## src/rtl/approx_div_pkg.sv

```systemverilog
// Shared types and defaults for the approximate/exact restoring divider.
// Holds the controller state encoding and the default width constants.
// Imported by approx_div and div_step.
package approx_div_pkg;

  localparam int DEF_WIDTH       = 16;
  localparam int DEF_APPROX_BITS = 6;

  typedef enum logic [1:0] {
    IDLE = 2'd0,
    RUN  = 2'd1,
    DONE = 2'd2
  } state_t;

endpackage

```

## src/rtl/div_step.sv

```systemverilog
// One combinational restoring-division step: shift in a dividend bit, compare, conditionally subtract.
// Latency: 0 cycles (pure combinational).
// Backpressure: none; evaluated every cycle by the owning controller.
// Ports: prem_in/prem_out - WIDTH+1 bit partial remainder; dbit - next dividend bit;
//        divisor - WIDTH bit divisor; qbit - resulting quotient bit.
module div_step
  import approx_div_pkg::*;
#(
  parameter int WIDTH = DEF_WIDTH
) (
  input  logic [WIDTH:0]   prem_in,
  input  logic             dbit,
  input  logic [WIDTH-1:0] divisor,
  output logic [WIDTH:0]   prem_out,
  output logic             qbit
);

  logic [WIDTH+1:0] shifted;
  logic [WIDTH:0]   diff;

  // Kept one bit wider than the partial remainder so the compare never truncates.
  assign shifted  = {prem_in, dbit};
  assign qbit     = (shifted >= {2'b00, divisor});
  // When qbit is set the difference is < divisor, so the low WIDTH+1 bits are exact.
  assign diff     = shifted[WIDTH:0] - {1'b0, divisor};
  assign prem_out = qbit ? diff : shifted[WIDTH:0];

endmodule

```

## src/rtl/approx_div.sv

```systemverilog
// Unsigned 2W/W restoring divider with divide-by-zero and overflow short-cuts.
// Latency: 1 cycle for zero/overflow, ITERS+1 cycles otherwise (ITERS = WIDTH, or WIDTH-APPROX_BITS).
// Backpressure: result held in DONE until out_ready; in_ready only in IDLE, no same-cycle re-accept.
// Ports: clk, rst_n (async active-low); in_valid/in_ready with dividend[2W], divisor[W];
//        out_valid/out_ready with quotient[W], remainder[W], div_by_zero, overflow.
// Build option: define DIV_APPROX_EN to skip the low APPROX_BITS quotient bits (remainder reads 0).
module approx_div
  import approx_div_pkg::*;
#(
  parameter int WIDTH       = DEF_WIDTH,
  parameter int APPROX_BITS = DEF_APPROX_BITS
) (
  input  logic                 clk,
  input  logic                 rst_n,
  input  logic                 in_valid,
  output logic                 in_ready,
  input  logic [2*WIDTH-1:0]   dividend,
  input  logic [WIDTH-1:0]     divisor,
  output logic                 out_valid,
  input  logic                 out_ready,
  output logic [WIDTH-1:0]     quotient,
  output logic [WIDTH-1:0]     remainder,
  output logic                 div_by_zero,
  output logic                 overflow
);

`ifdef DIV_APPROX_EN
  localparam bit APPROX_EN = 1'b1;
`else
  localparam bit APPROX_EN = 1'b0;
`endif

  localparam int DROP  = APPROX_EN ? APPROX_BITS : 0;
  localparam int ITERS = WIDTH - DROP;
  localparam int CW    = $clog2(WIDTH + 1);

  state_t           state_q, state_d;
  logic [WIDTH:0]   prem_q, prem_nxt;
  logic [WIDTH-1:0] dlo_q;
  logic [WIDTH-1:0] qacc_q, qacc_nxt;
  logic [WIDTH-1:0] div_q;
  logic [CW-1:0]    cnt_q;
  logic             qbit;
  logic             accept;
  logic             is_dbz;
  logic             is_ovf;
  logic             last_iter;

  assign accept    = in_valid && (state_q == IDLE);
  assign is_dbz    = (divisor == '0);
  // A high half >= divisor means the true quotient does not fit in WIDTH bits.
  assign is_ovf    = !is_dbz && (dividend[2*WIDTH-1:WIDTH] >= divisor);
  assign last_iter = (cnt_q == CW'(ITERS - 1));
  assign qacc_nxt  = {qacc_q[WIDTH-2:0], qbit};

  div_step #(
    .WIDTH (WIDTH)
  ) u_step (
    .prem_in  (prem_q),
    .dbit     (dlo_q[WIDTH-1]),
    .divisor  (div_q),
    .prem_out (prem_nxt),
    .qbit     (qbit)
  );

  always_ff @(posedge clk or negedge rst_n) begin
    if (!rst_n) begin
      state_q <= IDLE;
    end else begin
      state_q <= state_d;
    end
  end

  always_comb begin
    state_d   = state_q;
    in_ready  = 1'b0;
    out_valid = 1'b0;
    case (state_q)
      IDLE: begin
        in_ready = 1'b1;
        if (in_valid) begin
          state_d = (is_dbz || is_ovf) ? DONE : RUN;
        end
      end
      RUN: begin
        if (last_iter) begin
          state_d = DONE;
        end
      end
      DONE: begin
        out_valid = 1'b1;
        if (out_ready) begin
          state_d = IDLE;
        end
      end
      default: state_d = IDLE;
    endcase
  end

  always_ff @(posedge clk or negedge rst_n) begin
    if (!rst_n) begin
      prem_q      <= '0;
      dlo_q       <= '0;
      qacc_q      <= '0;
      div_q       <= '0;
      cnt_q       <= '0;
      quotient    <= '0;
      remainder   <= '0;
      div_by_zero <= 1'b0;
      overflow    <= 1'b0;
    end else if (accept) begin
      div_q       <= divisor;
      prem_q      <= {1'b0, dividend[2*WIDTH-1:WIDTH]};
      dlo_q       <= dividend[WIDTH-1:0];
      qacc_q      <= '0;
      cnt_q       <= '0;
      div_by_zero <= is_dbz;
      overflow    <= is_ovf;
      if (is_dbz || is_ovf) begin
        quotient  <= '1;
        remainder <= dividend[WIDTH-1:0];
      end
    end else if (state_q == RUN) begin
      prem_q <= prem_nxt;
      dlo_q  <= {dlo_q[WIDTH-2:0], 1'b0};
      qacc_q <= qacc_nxt;
      cnt_q  <= cnt_q + 1'b1;
      if (last_iter) begin
        // Collected bits sit in the low ITERS positions; realign to the true weight.
        quotient  <= qacc_nxt << DROP;
        remainder <= APPROX_EN ? '0 : prem_nxt[WIDTH-1:0];
      end
    end
  end

endmodule

```

## config.mk

```make
export PLATFORM = sky130hd
export DESIGN_NAME = approx_div
export DESIGN_NICKNAME = d
export VERILOG_FILES = /design/src/rtl/approx_div_pkg.sv /design/src/rtl/div_step.sv /design/src/rtl/approx_div.sv
export SDC_FILE = /design/constraint.sdc
export NUM_CORES = 1
export LEC_CHECK = 0
export CORE_MARGIN = 4
export CORE_UTILIZATION = 55
export DETAILED_ROUTE_END_ITERATION = 16
export GPL_ROUTABILITY_DRIVEN = 0
export GPL_TIMING_DRIVEN = 0
export PLACE_DENSITY_LB_ADDON = 0.2
export REMOVE_ABC_BUFFERS = 1
export SETUP_SLACK_MARGIN = 0.15
export SYNTH_ARGS = -nofsm -noshare
export SYNTH_HDL_FRONTEND = slang
export SYNTH_SLANG_ARGS = --single-unit
```

## constraint.sdc

```tcl
create_clock -name clk -period 5.7 [get_ports clk]
set_input_delay 0.57 -clock clk [delete_from_list [all_inputs] [get_ports clk]]
set_output_delay 0.57 -clock clk [all_outputs]
set_load 0.005 [all_outputs]
```

### I/O nets highlighted, run 1

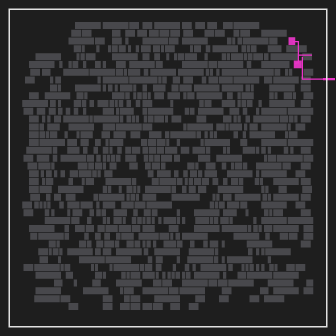
port	colour	bits	direction	edge	end cells	buffers	wire
`in_valid`	magenta	1	input	right	2	1	30.9 µm
io pins: 88
IO Port Bufs: 87

### Local utilization, run 1

11 x 11 tiles, from white (low) to dark blue (high), 0 to 100% covered.
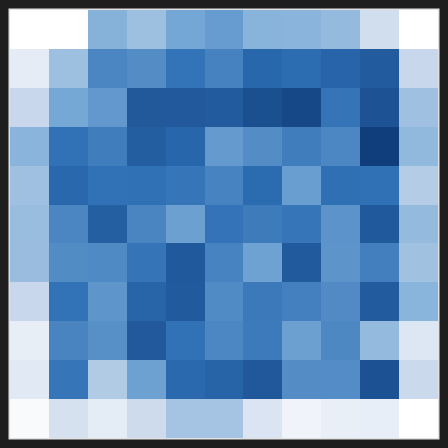
mean over tiles	56%
tiles over 75% full	22%
nearly empty tiles	3.3%
core area: 0.0102 mm²
Core Util at FP: 0.560
Finished Core Util: 0.675

### Metal 1, run 1

Supply wires on this layer in grey.
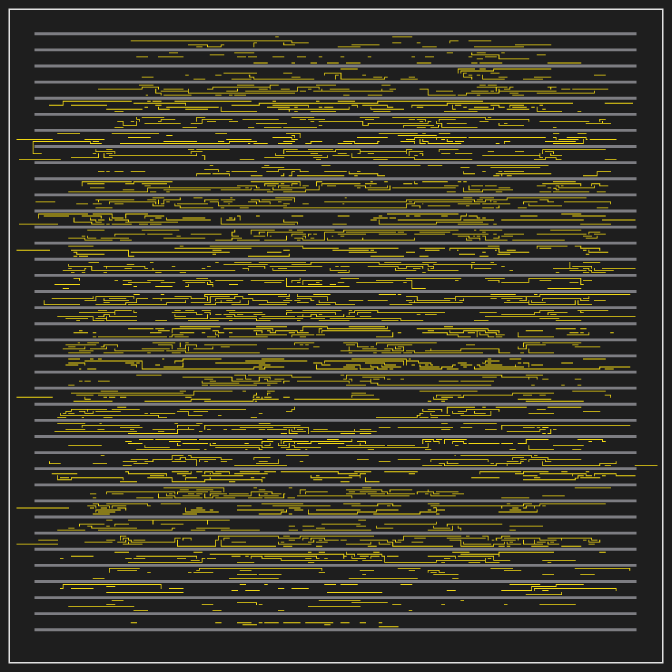
nets with wire on the layer	695
wire length on this layer	6,050 µm
detailed-route wire length: 13.6 mm
met1 GRT Util: 0.306
vias: 4,778

### Placement by cell class, run 1

Bar = 20 µm. Fill, decap, tap and diode cells in grey.
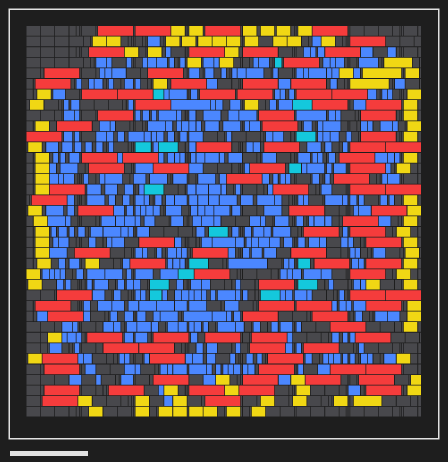
class	colour	cells	share of their area
combinational and other logic	blue	471	44%
flops	red	105	39%
other buffers and delay cells	yellow	91	14%
clock drivers and dummy loads	cyan	16	2.7%
post-route cell area: 0.00691 mm²
FP Rows: 37
Seq area share: 0.380

==> impl_metrics.yaml, run 1 <==
# physical design summary
outcome:
  status: "finished, final reports clean"
timing:
  setup_tns_ns: 0
  rsz0062_at_grt: "false"
  setup_ws_ns: 2.21
  period_needed_ns: 3.49
  period_used_share: 0.613
  drv_slew: 0
  hold_viol: 0
  worst_pin_slew_ns: 0.941
  skew_ns: 0.0132
  relSlewSlack: 0.373
  whs_ns: 0.287
  max_clock_freq_ghz: 0.286
  setup_violations: 0
finish:
  drive_gt1_frac: 0.0644
  stdcell_count: 819
  signal_buffers: 91
  sh_comb_area: 0.408
  logic_area_mm2: 0.00282
  flops: 105
  final-seq-area_mm2: 0.00263
  layout.nonclk_buf_frac: 0.139
  inv_count: 39
  fin_nets: 765
  clockNetworkAreaShare: 0.0268
  logic_gate_count: 432
  regMostFlops: "prem_q"
  fill_cells: 826
  largest_class: "multi-input combinational cells"
  syn2layout_area_growth_pct: 20.5
  n_antenna_cell: 0
  largest_reg_flops: 17
  nClkBuffers: 9
clocking:
  cts_buffer_depth: 2
  cts_hold_buf: 0
  ctsResizeCount: 0
  root_buffer: "clkbuf_8"
  cts-buffers-inserted: 9
  cts_sinks: 105
  insertion_delay_ns: 0.37
  cts_tree: "done"
  path_clk_slew_ns: 0.11
  cts_setup_buffers: 0
  h-tree-depth: 3
global_route:
  grt_use_met3: 0.0384
  antenna_found_initial: 0
  grt_busiest_layer: "met2"
  first_global_vias: 4666
  grt_pass1_wl_mm: 22.2
  grt.total_usage: 0.231
  overflow: 0
  met2_usage: 0.398
  grt_max_degree: 64
logic_synthesis:
  mux_share: 0.0282
  xor_share: 0.0199
  ys.flops: 105
  ys_seq_share: 0.458
  synthesis.area_mm2: 0.00573
  ys_types: 54
  yosys_warnings: 0
  logic_family: "AND-OR/OR-AND gates"
  top_cell_area_share: 0.458
  top_area_cell: "dfrtp_1"
  async_reset_ff_frac: 1.00
  most_common_cell: "dfrtp_1"
  synthAdderAreaFrac: 0.0777
  syn_inst: 608
  aoi_share: 0.242
  edf_count: 0
  yosys_area_mm2: 0.00573
  area_leaders: "dfrtp_1 (46%), ha_1 (7.4%), nand2_1 (6.3%)"
  synthTopCellsByCount: "dfrtp_1 (105), nand2_1 (96), o21ai_0 (69)"
  yosys_cells: 608
  synth-main-ff-cell: "dfrtp_1"
  syn_area_per_cell_um2: 9.43
  synth-simple-area-share: 0.121
setup_path:
  path_common_cell: "inv_1"
  cp_max_fo: 23
  r2r-start: "dlo_q[15]"
  cp.depth: 12
  critPathBufInv: 2
  critPathMaxStageDelay_ns: 0.72
  path_class: "reg -> reg"
  worstRegToRegCells: 12
  cp.required_ns: 5.97
  path_cells: "inv_1, ha_1, inv_1, fa_1, a21oi_1, o211ai_2, a21oi_2, o21ai_2, o21ai_4, mux2i_1, a211oi_1, a21o_2"
  crit_family: "AND-OR/OR-AND gates"
  critical_path.startpoint: "dlo_q[15]"
  cp-start-kind: "flip-flop"
  cpMaxStageDelayCell: "o21ai_4"
  cp.arrival_ns: 3.76
  endpoint_kind: "flip-flop"
  regToRegEndpoint: "remainder[10]"
  setup.worst_path.end: "remainder[10]"
  rrSetupSlack_ns: 2.21
routing:
  dr_wl_met3_um: 640
  drt_iter0_drc: 327
  ant_nets: 0
  drtPass1Iterations: 4
  highest_layer: "met4"
  route.met2.wl_mm: 6.75
  via_per_inst: 5.83
  drc: 0
  wl_per_cell_um: 16.6
  drt-met1-wl_mm: 6.05
die:
  tap_cells: 136
  dieArea_mm2: 0.0121
  die_x_um: 110
  die_h_um: 110
run:
  openroad.warnings: 25
  max_cap_viol_count: 0
placement:
  placed_area_mm2: 0.00672
  dp_slack_ns: 2.04
  dp.cells: 803
  dp_hpwl_mm: 9.86
power_and_ir_drop:
  peakVddDrop_v: 0.000386
  pwr_density_cell_mw_per_mm2: 593
  finalPower_uw: 4100
  p_leak_uw: 0.00308
worst_hold_path:
  hold_path_class: "in -> async"
run 1: cells in the final DEF, fill, tap and decap left out, types with 5 or more instances in the layout:
master,netlist,routed
inv_1,39,39
ha_1,34,34
nand4_1,6,6
o21ai_0,69,69
nand3_1,6,6
dfrtp_1,105,105
nand2_1,96,95
xor2_1,9,9
nor4_1,5,5
a21o_2,8,8
nor3_1,5,5
a211oi_1,12,12
clkdlybuf4s50_1,0,86
mux2i_1,15,15
nor2_1,32,32
clkbuf_8,0,9
a31oi_1,16,16
a21oi_1,30,30
a21o_1,20,20
o22a_1,15,15
run 1: power by group:
part           total [µW]  leakage, µW  internal [µW]  switching [µW]
Clock                 447    0.0000940            169             278
Sequential           1210      0.00125           1040             179
Combinational        2440      0.00173           1050            1380
Total                4100      0.00308           2260            1840
==> run 1 -> run 2 <==
--- a/config.mk
+++ b/config.mk
@@ -6,7 +6,7 @@
 export NUM_CORES = 1
 export LEC_CHECK = 0
 export CORE_MARGIN = 4
-export CORE_UTILIZATION = 55
+export CORE_UTILIZATION = 49
 export DETAILED_ROUTE_END_ITERATION = 16
 export GPL_ROUTABILITY_DRIVEN = 0
 export GPL_TIMING_DRIVEN = 0
==> constraint.sdc (replaced) <==
create_clock -name clk -period 3 [get_ports clk]
set_input_delay 0.3 -clock clk [delete_from_list [all_inputs] [get_ports clk]]
set_output_delay 0.3 -clock clk [all_outputs]
set_load 0.005 [all_outputs]
==> impl_metrics.yaml, run 2 <==
# physical design summary
power_and_ir_drop:
  pwr_density_cell_mw_per_mm2: 1300
  p_comb_frac: 0.627
  p_seq_frac: 0.242
  p_leak_uw: 0.00327
  internal_power_uw: 5590
  peakVddDrop_v: 0.000827
  power.share.switching: 0.428
global_route:
  met2_usage: 0.377
  overflow: 0
  antenna_found_initial: 0
  first_global_vias: 4915
  grt_max_degree: 73
  grt.total_usage: 0.234
  grt_pass1_wl_mm: 24.7
  grt_busiest_layer: "met2"
finish:
  inv_count: 39
  largest_class: "multi-input combinational cells"
  fin_util: 0.657
  nClkBuffers: 10
  layout.nonclk_buf_frac: 0.154
  logic_gate_count: 436
  signal_buffers: 110
  flops: 105
  fin_nets: 788
  clockNetworkAreaShare: 0.0425
  fill_cells: 916
  regMostFlops: "prem_q"
  layout.cells.most_common: "dfrtp_1"
  drive_gt1_frac: 0.130
setup_path:
  r2r-start: "dlo_q[15]"
  cp-start-kind: "flip-flop"
  critPathMaxStageDelay_ns: 0.38
  regToRegEndpoint: "remainder[7]"
  crit_family: "AND-OR/OR-AND gates"
  worstRegToRegCells: 13
  critPathBufInv: 3
  rrSetupSlack_ns: 0.21
  path_class: "reg -> reg"
  cp.required_ns: 3.25
  cpMaxStageDelayCell: "fa_2"
  cp_max_fo: 6
  critical_path.startpoint: "dlo_q[15]"
logic_synthesis:
  synth-simple-area-share: 0.121
  ys_types: 54
  synthAdderAreaFrac: 0.0777
  logic_family: "AND-OR/OR-AND gates"
  yosys_warnings: 0
  syn_area_per_cell_um2: 9.43
  most_common_cell: "dfrtp_1"
  edf_count: 0
  synthTopCellsByCount: "dfrtp_1 (105), nand2_1 (96), o21ai_0 (69)"
  mux_share: 0.0282
  xor_share: 0.0199
  ys.flops: 105
  area_leaders: "dfrtp_1 (46%), ha_1 (7.4%), nand2_1 (6.3%)"
  top_area_cell: "dfrtp_1"
  yosys_cells: 608
  top_cell_area_share: 0.458
clocking:
  cts_setup_buffers: 11
  cts_tree: "done"
  root_buffer: "clkbuf_16"
  path_clk_slew_ns: 0.07
  insertion_delay_ns: 0.36
  cts_buffer_depth: 2
  cts_sinks: 105
  ctsResizeCount: 28
  cts_hold_buf: 1
  cts-buffers-inserted: 9
routing:
  drt_iter0_drc: 384
  wl_per_cell_um: 18.5
  highest_layer: "met4"
  drtPass1Iterations: 5
  via_per_inst: 5.85
  drt-met1-wl_mm: 6.87
  ant_nets: 0
  route.met2.wl_mm: 7.57
  dr_wl_met3_um: 895
die:
  dieArea_mm2: 0.0135
  num_rows: 39
  die_x_um: 116
  initial_core_util: 0.502
  tap_cells: 143
placement:
  dp_slack_ns: -0.481
  dp_hpwl_mm: 9.88
  placed_area_mm2: 0.00673
outcome:
  status: "finished, final reports clean"
timing:
  drv_slew: 0
  max_clock_freq_ghz: 0.359
  worst_pin_slew_ns: 0.982
  setup_tns_ns: 0
  period_needed_ns: 2.79
  setup_ws_ns: 0.211
run:
  openroad.warnings: 26
## run 2: power by group through the flow
stage,sequential [µW],combinational (µW),clock (µW)
after floorplan,2250,3290,0
after CTS,2330,5560,1300
after global routing,2430,6640,1370
after global placement,2310,4460,0
after detailed placement,2330,4600,0
final,2370,6130,1280
## run 2: kinds of logic after synthesis
family                   count (synthesis)
AND-OR/OR-AND                          204
AND/OR/NAND/NOR                        164
flip-flops                             105
buffers and inverters                   71
adder cells (fa/ha/maj)                 35
multiplexers                            16
XOR/XNOR                                13
## run 2: stage by stage
stage / power [µW] / instances
3_5_place_dp: 6930 / 810
6_report: 9780 / 850
4_1_cts: 9190 / 840
2_1_floorplan: 5540 / 576
5_1_grt: 10500 / 849
3_3_place_gp: 6770 / 806
### M4 wires, run 2

Bar = 20 µm. Supply wires on this layer in grey. Cells faint in the background.
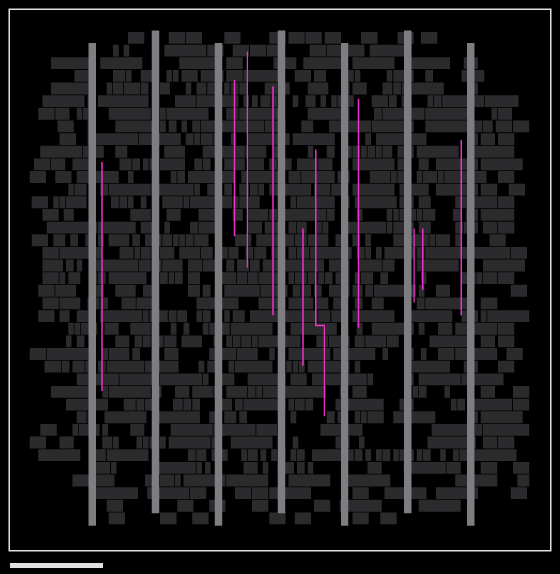
nets with wire on the layer	10
main direction	vertical
share of all routed wire	2.4%
vias: 4,969
detailed-route wire length: 15.7 mm

### Metal 1, run 2

Supply wires on this layer in grey.
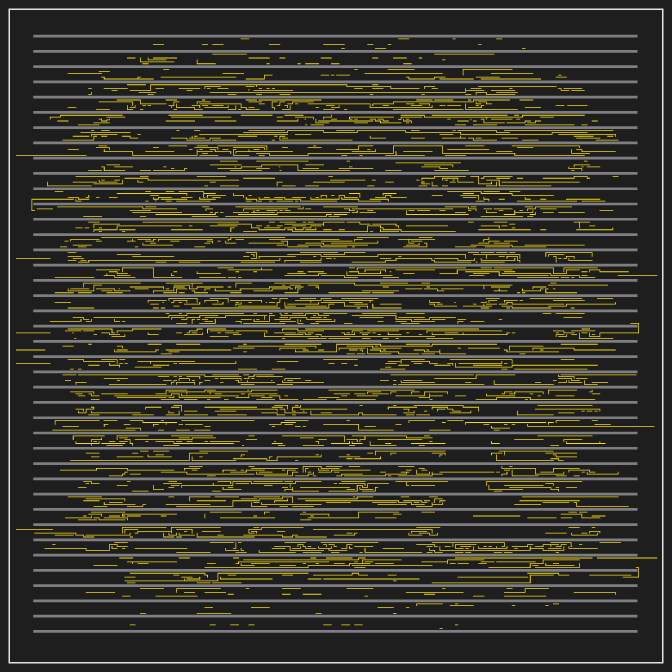
nets with wire on the layer	710
longest straight run	45.5 µm
wire length on this layer	6,870 µm
share of all routed wire	44%
met1 GRT Util: 0.314

==> run 2 -> run 3 <==
--- a/config.mk
+++ b/config.mk
@@ -5,7 +5,7 @@
 export SDC_FILE = /design/constraint.sdc
 export NUM_CORES = 1
 export LEC_CHECK = 0
-export CORE_MARGIN = 4
+export CORE_MARGIN = 2
 export CORE_UTILIZATION = 49
 export DETAILED_ROUTE_END_ITERATION = 16
 export GPL_ROUTABILITY_DRIVEN = 0
==> constraint.sdc (replaced) <==
create_clock -name clk -period 3 [get_ports clk]
set_input_delay 0.6 -clock clk [delete_from_list [all_inputs] [get_ports clk]]
set_output_delay 0.6 -clock clk [all_outputs]
set_load 0.005 [all_outputs]
==> impl_metrics.yaml, run 3 <==
# physical design summary
power_and_ir_drop:
  switchingPower_uw: 4120
  clkPwrFrac: 0.136
  p_comb_frac: 0.619
  finalPower_uw: 9560
  p_seq_uw: 2350
  maxPowerGroup: "combinational cells"
  p_seq_frac: 0.245
  internal_power_uw: 5440
  pg_clk_uw: 1300
  power.share.switching: 0.431
  p_leak_uw: 0.00333
  peakVddDrop_v: 0.000774
  pwr_density_cell_mw_per_mm2: 1270
  powerComb_uw: 5920
timing:
  worst_pin_slew_ns: 0.978
  setup_ws_ns: 0.217
  setup_tns_ns: 0
  hold_viol: 0
  relSlewSlack: 0.348
  setup_violations: 0
  max_clock_freq_ghz: 0.359
  whs_ns: 0.232
  skew_ns: 0.00840
  rsz0062_at_grt: "true"
  period_needed_ns: 2.78
  drv_slew: 0
  period_used_share: 0.928
clocking:
  ctsResizeCount: 25
  cts_hold_buf: 0
  insertion_delay_ns: 0.35
  cts_setup_buffers: 13
  path_clk_slew_ns: 0.07
  cts-buffers-inserted: 9
  cts_tree: "done"
  cts_buffer_depth: 2
  h-tree-depth: 3
  root_buffer: "clkbuf_16"
  cts_sinks: 105
die:
  dieArea_mm2: 0.0126
  initial_core_util: 0.502
  tap_cells: 143
  die_x_um: 112
  die_h_um: 112
  pin_count: 88
logic_synthesis:
  synthTopCellsByCount: "dfrtp_1 (105), nand2_1 (96), o21ai_0 (69)"
  ys.flops: 105
  top_cell_area_share: 0.458
  syn_inst: 608
  yosys_area_mm2: 0.00573
  area_leaders: "dfrtp_1 (46%), ha_1 (7.4%), nand2_1 (6.3%)"
  yosys_warnings: 0
  synthesis.area_mm2: 0.00573
  edf_count: 0
  most_common_cell: "dfrtp_1"
  ys_types: 54
  top_area_cell: "dfrtp_1"
  async_reset_ff_frac: 1.00
  yosys_cells: 608
  synth-main-ff-cell: "dfrtp_1"
  ys_seq_share: 0.458
  syn_area_per_cell_um2: 9.43
setup_path:
  critPathBufInv: 3
  critical_path.startpoint: "dlo_q[15]"
  r2r-start: "dlo_q[15]"
  cp-start-kind: "flip-flop"
  cp.required_ns: 3.25
  critPathMaxStageDelay_ns: 0.38
  setup.worst_path.end: "remainder[12]"
  regToRegEndpoint: "remainder[12]"
  path_common_cell: "inv_2"
  path_class: "reg -> reg"
  cp_max_fo: 4
  cpMaxStageDelayCell: "fa_2"
  cp.depth: 13
  cp.arrival_ns: 3.03
  endpoint_kind: "flip-flop"
  path_cells: "inv_2, ha_4, inv_2, fa_2, a21oi_4, o211ai_4, buf_6, a2111o_1, o311a_1, xor2_2, mux2i_2, a211oi_2, a21o_1"
  worstRegToRegCells: 13
  rrSetupSlack_ns: 0.22
routing:
  via_per_inst: 5.85
  wl_per_cell_um: 18.6
  drtPass1Iterations: 5
  vias: 4976
  drc: 0
  ant_nets: 0
  wirelength_mm: 15.8
  drt_iter0_drc: 418
placement:
  placed_area_mm2: 0.00673
  dp_hpwl_mm: 9.77
  port_buffers: 87
  dp.cells: 810
  dp_slack_ns: -0.751
global_route:
  antenna_found_initial: 1
  grt_busiest_layer: "met2"
  overflow: 0
  met2_usage: 0.414
  grt_max_degree: 67
  grt.total_usage: 0.246
  gr-usage-met1: 0.327
  first_global_vias: 4888
  grt_use_met3: 0.0437
  grt_pass1_wl_mm: 24.7
finish:
  largest_reg_flops: 17
  most-common-layout-cells: "dfrtp_1 (105), nand2_1 (94), clkdlybuf4s50_1 (78)"
  final-seq-area_mm2: 0.00263
  layout.cells.most_common: "dfrtp_1"
  fill_cells: 947
  fin_util: 0.661
  design_area_mm2: 0.00754
  sh_comb_area: 0.407
  logic_gate_count: 435
  syn2layout_area_growth_pct: 31.6
  n_antenna_cell: 0
  regMostFlops: "prem_q"
  fin_nets: 789
  largest_class: "multi-input combinational cells"
  drive_gt1_frac: 0.134
  clockNetworkAreaShare: 0.0435
  logic_area_mm2: 0.00307
  flops: 105
  nClkBuffers: 10
  stdcell_count: 850
  signal_buffers: 112
  inv_count: 39
run:
  openroad.warnings: 27
  max_cap_viol_count: 0
worst_hold_path:
  hold_path_class: "in -> async"
outcome:
  status: "finished, final reports clean"
## run 3: netlist changes by cell type in the layout (fill, tap and decap cells not counted), sizes merged
| cell | delta |
|---|---|
| clkinvlp | +1 |
| diode | -1 |
| clkdlybuf4s50 | -8 |
| dlymetal6s2s | +4 |
| dlygate4sd2 | +4 |
| buf | +3 |
| dlygate4sd3 | -1 |
| clkinv | -1 |
| nor2b | -1 |
## run 3: cells by family after synthesis
group / share of synthesized area
XOR/XNOR: 0.0199
multiplexers: 0.0282
adder cells (fa/ha/maj): 0.0777
flip-flops: 0.458
buffers and inverters: 0.0530
AND/OR/NAND/NOR: 0.121
AND-OR/OR-AND: 0.242
## run 3: per-layer routing
metal	share of wire	wire length, µm
met1	0.43	6720
met4	0.017	261
met2	0.50	7940
met3	0.055	871
met5	0	0
### Placement by cell class, run 3

Bar = 20 µm. Fill, decap, tap and diode cells in grey.
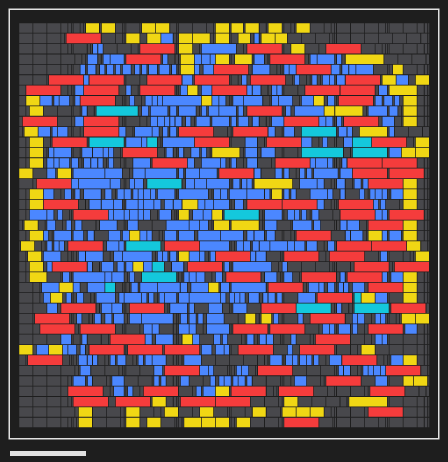
Seq area share: 0.348
core area: 0.0114 mm²
FP Rows: 39

### M4 wires, run 3

Bar = 20 µm. Supply wires on this layer in grey. Cells faint in the background.
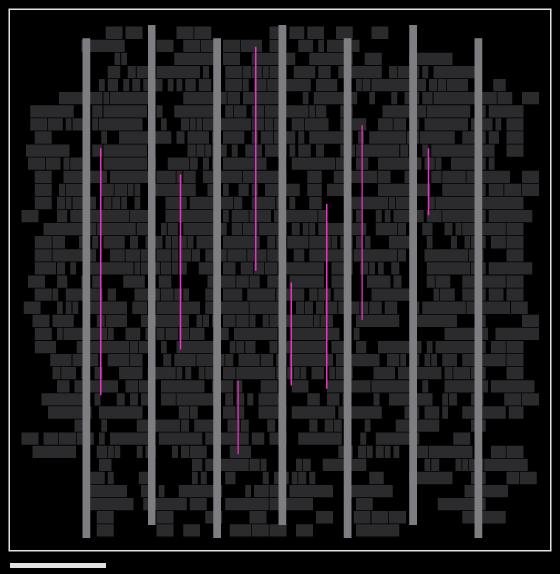
nets with wire on the layer	7
longest straight run	51.0 µm
wire length on this layer	261 µm

Power and IR drop assume default switching activity.
